===== src/rtl/sw_input_conditioner_if.sv =====
`default_nettype none
// ============================================================================
// Module      : sw_input_conditioner_if
// Description : Operand valid/ack handshake between switch front end and core.
// Revision    : 1.0 - initial release
// ============================================================================
interface sw_input_conditioner_if #(
  parameter int DATA_W = 8
);
  logic [DATA_W-1:0] data_out;
  logic              data_valid;
  logic              data_ack;

  modport master (
    output data_out,
    output data_valid,
    input  data_ack
  );

  modport slave (
    input  data_out,
    input  data_valid,
    output data_ack
  );
endinterface
`default_nettype wire


===== src/rtl/sw_input_conditioner.sv =====
`default_nettype none
// ============================================================================
// Module      : sw_input_conditioner
// Description : Synchronise + debounce board switches, one operand per press.
// Revision    : 1.0 - initial release
// ============================================================================
module sw_input_conditioner #(
  parameter int DATA_W          = 8,
  parameter int SYNC_STAGES     = 2,
  parameter int DEBOUNCE_CYCLES = 4
) (
  input  logic                  clk,
  input  logic                  n_reset,
  input  logic [DATA_W-1:0]     sw_data_raw,
  input  logic                  sw_go_raw,
  sw_input_conditioner_if.master bus,
  output logic                  go_level,
  output logic                  overrun
);

  localparam int                 c_CNT_W   = $clog2(DEBOUNCE_CYCLES + 1);
  localparam logic [c_CNT_W-1:0] c_CNT_MAX = c_CNT_W'(DEBOUNCE_CYCLES);
  localparam logic [c_CNT_W-1:0] c_CNT_ONE = c_CNT_W'(1);

  localparam logic [1:0] c_ST_IDLE    = 2'd0;
  localparam logic [1:0] c_ST_HOLD    = 2'd1;
  localparam logic [1:0] c_ST_RELEASE = 2'd2;

  logic [SYNC_STAGES-1:0][DATA_W:0] r_sync;
  logic [c_CNT_W-1:0]               r_cnt;
  logic                             r_go_level;
  logic                             r_go_level_q;
  logic [DATA_W-1:0]                r_data;
  logic                             r_overrun;
  logic [1:0]                       r_state;
  logic [1:0]                       w_state_nxt;

  logic                             w_go_sync;
  logic [DATA_W-1:0]                w_data_sync;
  logic [c_CNT_W-1:0]               w_cnt_inc;
  logic                             w_go_rise;
  logic                             w_valid;
  logic                             w_capture;
  logic                             w_ovr_set;

  // Go and data share one chain so they are delayed identically.
  always_ff @(posedge clk) begin
    if (!n_reset) begin
      r_sync <= '0;
    end else begin
      r_sync <= {r_sync[SYNC_STAGES-2:0], {sw_go_raw, sw_data_raw}};
    end
  end

  assign w_go_sync   = r_sync[SYNC_STAGES-1][DATA_W];
  assign w_data_sync = r_sync[SYNC_STAGES-1][DATA_W-1:0];
  assign w_cnt_inc   = r_cnt + c_CNT_ONE;

  always_ff @(posedge clk) begin
    if (!n_reset) begin
      r_cnt        <= '0;
      r_go_level   <= 1'b0;
      r_go_level_q <= 1'b0;
    end else begin
      r_go_level_q <= r_go_level;
      if (w_go_sync == r_go_level) begin
        r_cnt <= '0;
      end else if (w_cnt_inc == c_CNT_MAX) begin
        r_go_level <= ~r_go_level;
        r_cnt      <= '0;
      end else begin
        r_cnt <= w_cnt_inc;
      end
    end
  end

  assign w_go_rise = r_go_level & ~r_go_level_q;

  always_ff @(posedge clk) begin
    if (!n_reset) begin
      r_state <= c_ST_IDLE;
    end else begin
      r_state <= w_state_nxt;
    end
  end

  always_comb begin
    w_state_nxt = r_state;
    case (r_state)
      c_ST_IDLE:    if (w_go_rise)   w_state_nxt = c_ST_HOLD;
      c_ST_HOLD:    if (bus.data_ack) w_state_nxt = r_go_level ? c_ST_RELEASE : c_ST_IDLE;
      c_ST_RELEASE: if (!r_go_level) w_state_nxt = c_ST_IDLE;
      default:                       w_state_nxt = c_ST_IDLE;
    endcase
  end

  always_comb begin
    w_valid   = 1'b0;
    w_capture = 1'b0;
    w_ovr_set = 1'b0;
    case (r_state)
      c_ST_IDLE: w_capture = w_go_rise;
      c_ST_HOLD: begin
        w_valid   = 1'b1;
        w_ovr_set = w_go_rise;
      end
      default: ;
    endcase
  end

  always_ff @(posedge clk) begin
    if (!n_reset) begin
      r_data    <= '0;
      r_overrun <= 1'b0;
    end else begin
      if (w_capture) r_data <= w_data_sync;
      if (w_ovr_set) r_overrun <= 1'b1;
    end
  end

  assign bus.data_out   = r_data;
  assign bus.data_valid = w_valid;
  assign go_level       = r_go_level;
  assign overrun        = r_overrun;

endmodule
`default_nettype wire


===== src/flat_wrapper.sv =====
// flat-port wrapper written by rule: the top's interface ports become plain ports
module sw_input_conditioner_flat 
#(
  parameter int DATA_W          = 8,
  parameter int SYNC_STAGES     = 2,
  parameter int DEBOUNCE_CYCLES = 4
)
  (clk, n_reset, sw_data_raw, sw_go_raw, go_level, overrun, bus_data_out, bus_data_valid, bus_data_ack);
  sw_input_conditioner_if #(.DATA_W(DATA_W)) bus_i ();
  input  logic clk;
  input  logic n_reset;
  input  logic [DATA_W-1:0] sw_data_raw;
  input  logic sw_go_raw;
  output logic go_level;
  output logic overrun;
  output wire logic [$bits(bus_i.data_out)-1:0] bus_data_out;
  output wire logic [$bits(bus_i.data_valid)-1:0] bus_data_valid;
  input wire logic [$bits(bus_i.data_ack)-1:0] bus_data_ack;
  assign bus_data_out = bus_i.data_out;
  assign bus_data_valid = bus_i.data_valid;
  assign bus_i.data_ack = bus_data_ack;
  sw_input_conditioner #(.DATA_W(DATA_W), .SYNC_STAGES(SYNC_STAGES), .DEBOUNCE_CYCLES(DEBOUNCE_CYCLES)) u_core (.clk(clk), .n_reset(n_reset), .sw_data_raw(sw_data_raw), .sw_go_raw(sw_go_raw), .bus(bus_i), .go_level(go_level), .overrun(overrun));
endmodule

===== config.mk =====
export PLATFORM = sky130hd
export DESIGN_NAME = sw_input_conditioner_flat
export DESIGN_NICKNAME = d
export VERILOG_FILES = /design/src/rtl/sw_input_conditioner_if.sv /design/src/rtl/sw_input_conditioner.sv /design/src/flat_wrapper.sv
export SDC_FILE = /design/constraint.sdc
export NUM_CORES = 1
export LEC_CHECK = 0
export CORE_ASPECT_RATIO = 1.1
export CORE_MARGIN = 3
export CORE_UTILIZATION = 25
export CTS_CLUSTER_DIAMETER = 200
export DETAILED_ROUTE_END_ITERATION = 7
export PLACE_DENSITY = 0.49
export SLEW_MARGIN = 30
export SYNTH_ARGS = -nofsm -noshare
export SYNTH_HDL_FRONTEND = slang
export SYNTH_SLANG_ARGS = --single-unit

===== constraint.sdc =====
create_clock -name clk -period 1.3 [get_ports clk]
set_input_delay 0.39 -clock clk [delete_from_list [all_inputs] [get_ports clk]]
set_output_delay 0.39 -clock clk [all_outputs]
set_load 0.02 [all_outputs]

==> flow_metrics.env, run 1 <==
# yosys + openroad results
export IMPL_yosysWarnings=0
export IMPL_postRouteAntennaNets=0
export IMPL_synthAdderAreaFrac_pct=2.255
export IMPL_slew_violations=0
export IMPL_rr_worst_depth=4
export IMPL_syn_cell_area_mm2=0.001110
export IMPL_endpoint="bus_data_valid"
export IMPL_rrSetupSlack_ns=-0.05
export IMPL_final_cell_area_mm2=0.001533
export IMPL_met3_length_um=101
export IMPL_p_seq_share_pct=52.9
export IMPL_ctsHtreeMaxLevel=2
export IMPL_grt_start_max_net_pins=18
export IMPL_max_cap_viol_count=0
export IMPL_cts_clk_slew_worst_paths_ns=0.07
export IMPL_hold_end="u_core.r_sync[16]"
export IMPL_setup_slack_ns=-0.05852
export IMPL_nets=153
export IMPL_numPortBuffers=22
export IMPL_hold_viol=0
export IMPL_ys_area_mm2=0.001110
export IMPL_firstDrtPassIters=3
export IMPL_p_comb_share_pct=3.5
export IMPL_power_total_mw=2.033
export IMPL_vias_per_cell=3.896
export IMPL_drc=0
export IMPL_fmax_mhz=736.1
export IMPL_drt_iter0_drc=17
export IMPL_grt_pass1_vias=682
export IMPL_n_all_inverters=4
export IMPL_simple_gate_area_share_pct=23.34
export IMPL_chipArea_mm2=0.005276
export IMPL_cts_resized=46
export IMPL_fp_util_pct=26.98
export IMPL_ys_sh_mux_pct=0.9019
export IMPL_net_switching_power_uw=380.5
export IMPL_yosysMostFrequentCell="dfxtp_1"
export IMPL_nMultiInputCombCells=64
export IMPL_buffers=30
export IMPL_status="complete, but fails checks"
export IMPL_arrival_ns=0.97
export IMPL_power_leader="registers"
export IMPL_holdCritPathClass="flop to flop"
export IMPL_cpLargestDelayFamily="flip-flops"
export IMPL_fin_skew_ns=0.004281
export IMPL_area_leaders="dfxtp_1 (61%), and2_1 (10%), nand2_1 (6.1%)"
export IMPL_hold_depth=1
export IMPL_syn2layout_area_growth_pct=38.11
export IMPL_cts_hold_buffers=0
export IMPL_max_slew_margin_pct=82.18
export IMPL_clkSinkCount=34
export IMPL_grt_busiest_layer="met2"
export IMPL_tns_ns=-0.3229
export IMPL_logic_family="simple AND/OR/NAND/NOR gates"
export IMPL_required_ns=0.91
export IMPL_pin_count=23
export IMPL_dp_hpwl_um=1404
export IMPL_gr_total_overflow=0
export IMPL_slowest_delay_ns=0.33
export IMPL_holdWs_ns=0.4269
export IMPL_tool_warnings=29
export IMPL_clock_path_buffers=2
export IMPL_top_register="u_core.r_sync"
export IMPL_comb_share_pct=27.43
export IMPL_synth_flops=34
export IMPL_synth_top_cell_by_area="dfxtp_1"
export IMPL_slowest_stage="dfxtp_2"
export IMPL_core_mm2=0.004114
export IMPL_fillers=401
export IMPL_crit_buf_inv=1
export IMPL_wl_met1_um=877
export IMPL_cts_made_buffers=5
export IMPL_n_tap_cell=52
export IMPL_start_kind="flop"
export IMPL_setup_viol=9
export IMPL_tightest_slew_ns=0.2661
export IMPL_clock_power_share_pct=43.7
export IMPL_logic_area_um2=420.4
export IMPL_violations="negative setup slack"
Fig. 1: run 1, routing congestion map
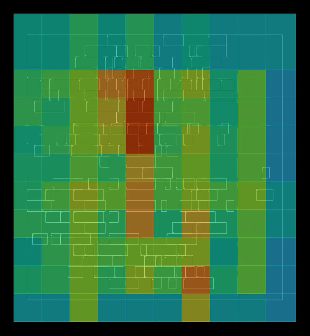
GRT Resource Usage Total: 7.874%
Layout Utilization: 37.26%

Fig. 2: run 1, signal wires on met3
(4 px per um)
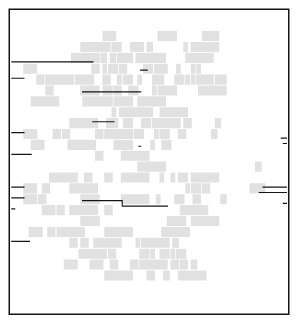
longest straight run: 20.2 um
wire length on this layer: 102 um
main direction: horizontal
share of all routed wire: 5.3%
nets with wire on the layer: 14
Detailed Route WL: 1916 um
Vias: 748
met3 usage: 3.562%

Fig. 3: run 1, signal wires on met1
(4 px per um)
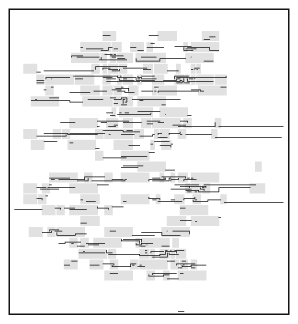
share of all routed wire: 46%
main direction: horizontal
GR Util met1: 8.982%

--- run 2 (diff from run 1) ---
--- a/config.mk
+++ b/config.mk
@@ -7,10 +7,10 @@
 export LEC_CHECK = 0
 export CORE_ASPECT_RATIO = 1.1
 export CORE_MARGIN = 3
-export CORE_UTILIZATION = 25
+export CORE_UTILIZATION = 43
 export CTS_CLUSTER_DIAMETER = 200
 export DETAILED_ROUTE_END_ITERATION = 7
-export PLACE_DENSITY = 0.49
+export PLACE_DENSITY = 0.73
 export SLEW_MARGIN = 30
 export SYNTH_ARGS = -nofsm -noshare
 export SYNTH_HDL_FRONTEND = slang
Fig. 4: run 2, signal wires on met2
(8 px per um)
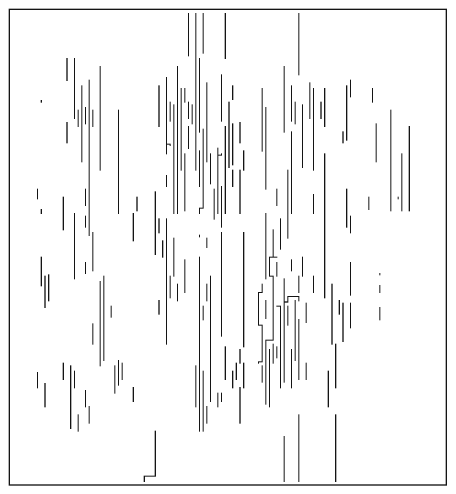
wire length on this layer: 885 um
main direction: vertical
share of all routed wire: 49%
nets with wire on the layer: 125
GRT met2 Usage: 24.44%
Detailed Route WL: 1813 um

Fig. 5: run 2, I/O pins on the die edge
(8 px per um) Pins as bars across the die edge, other pins in grey.
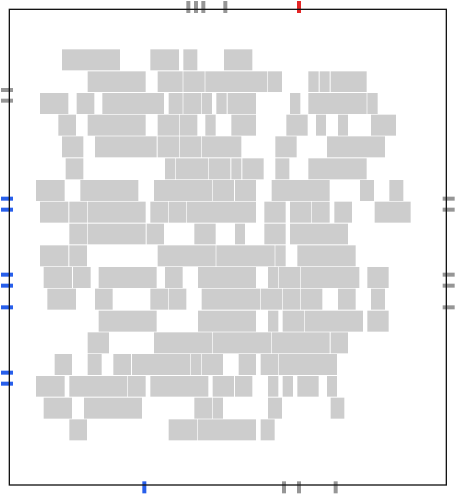
[blue] sw_data_raw | pins: 8 | direction: input | edge: 7 west, 1 south
[red] go_level | pins: 1 | direction: output | edge: north
all pins by edge: 9 west, 5 north, 5 east, 4 south
port bufs: 22
Die W: 54.44 um
die height: 59.28 um

==> run 2 against run 1 <==
- the run still ends with negative setup slack left
- flip-flop count unchanged
- clock power decreased by 41%
- sequential power about the same
- worst setup slack got worse by 0.034 ns
- clock-buffer cell count decreased by 3
- clock skew increased by 0.0062 ns
- first-iteration DRC count decreased by 59%
- cell area decreased by 6.0%
- synthesized cell count unchanged
- global-route usage increased by 6.2 points
- critical path type unchanged
- largest cell class unchanged
==> flow_metrics.env, run 2 <==
# yosys + openroad results
export IMPL_cts_clk_slew_worst_paths_ns=0.10
export IMPL_nets=153
export IMPL_cts_hold_buffers=0
export IMPL_clkSinkCount=34
export IMPL_arrival_ns=1.00
export IMPL_wl_met1_um=749
export IMPL_endpoint="bus_data_valid"
export IMPL_logic_family="simple AND/OR/NAND/NOR gates"
export IMPL_area_leaders="dfxtp_1 (61%), and2_1 (10%), nand2_1 (6.1%)"
export IMPL_slew_violations=0
export IMPL_firstDrtPassIters=2
export IMPL_logic_area_um2=420.4
export IMPL_setup_slack_ns=-0.09274
export IMPL_pin_count=23
export IMPL_setup_viol=9
export IMPL_final_cell_area_mm2=0.001441
export IMPL_fp_util_pct=47.38
export IMPL_net_switching_power_uw=354.5
export IMPL_num_vias=774
export IMPL_cts_made_buffers=5
export IMPL_rr_worst_depth=4
export IMPL_status="complete, but fails checks"
export IMPL_holdCritPathClass="flop to flop"
export IMPL_final_util_pct=61.54
export IMPL_n_all_inverters=4
export IMPL_cts_resized=53
export IMPL_grt_pass1_vias=751
export IMPL_hold_depth=2
export IMPL_hold_viol=0
export IMPL_clock_path_buffers=2
export IMPL_syn_cell_area_mm2=0.001110
export IMPL_grt_met3_usage_pct=6.801
export IMPL_required_ns=0.91
export IMPL_ys_sh_mux_pct=0.9019
export IMPL_fmax_mhz=718.0
export IMPL_nMultiInputCombCells=64
export IMPL_violations="negative setup slack"
export IMPL_crit_buf_inv=1
export IMPL_slowest_delay_ns=0.33
export IMPL_comb_share_pct=29.17
export IMPL_track_usage_pct=14.04
export IMPL_slowest_stage="dfxtp_2"
export IMPL_max_slew_margin_pct=82.12
export IMPL_core_mm2=0.002342
export IMPL_yosysMostFrequentCell="dfxtp_1"
export IMPL_start_kind="flop"
export IMPL_synth_flops=34
export IMPL_hold_end="u_core.bus.data_out[6]"
export IMPL_grt_met1_usage_pct=13.08
export IMPL_synthAdderAreaFrac_pct=2.255
export IMPL_chipArea_mm2=0.003227
export IMPL_simple_gate_area_share_pct=23.34
export IMPL_tightest_slew_ns=0.2663
export IMPL_drt_iter0_drc=7
export IMPL_vias_per_cell=4.580
export IMPL_cpLargestDelayFamily="flip-flops"
export IMPL_yosysWarnings=0
export IMPL_met3_length_um=133
export IMPL_postRouteAntennaNets=0
No activity file was given, so power comes from the tool's default toggle rates.
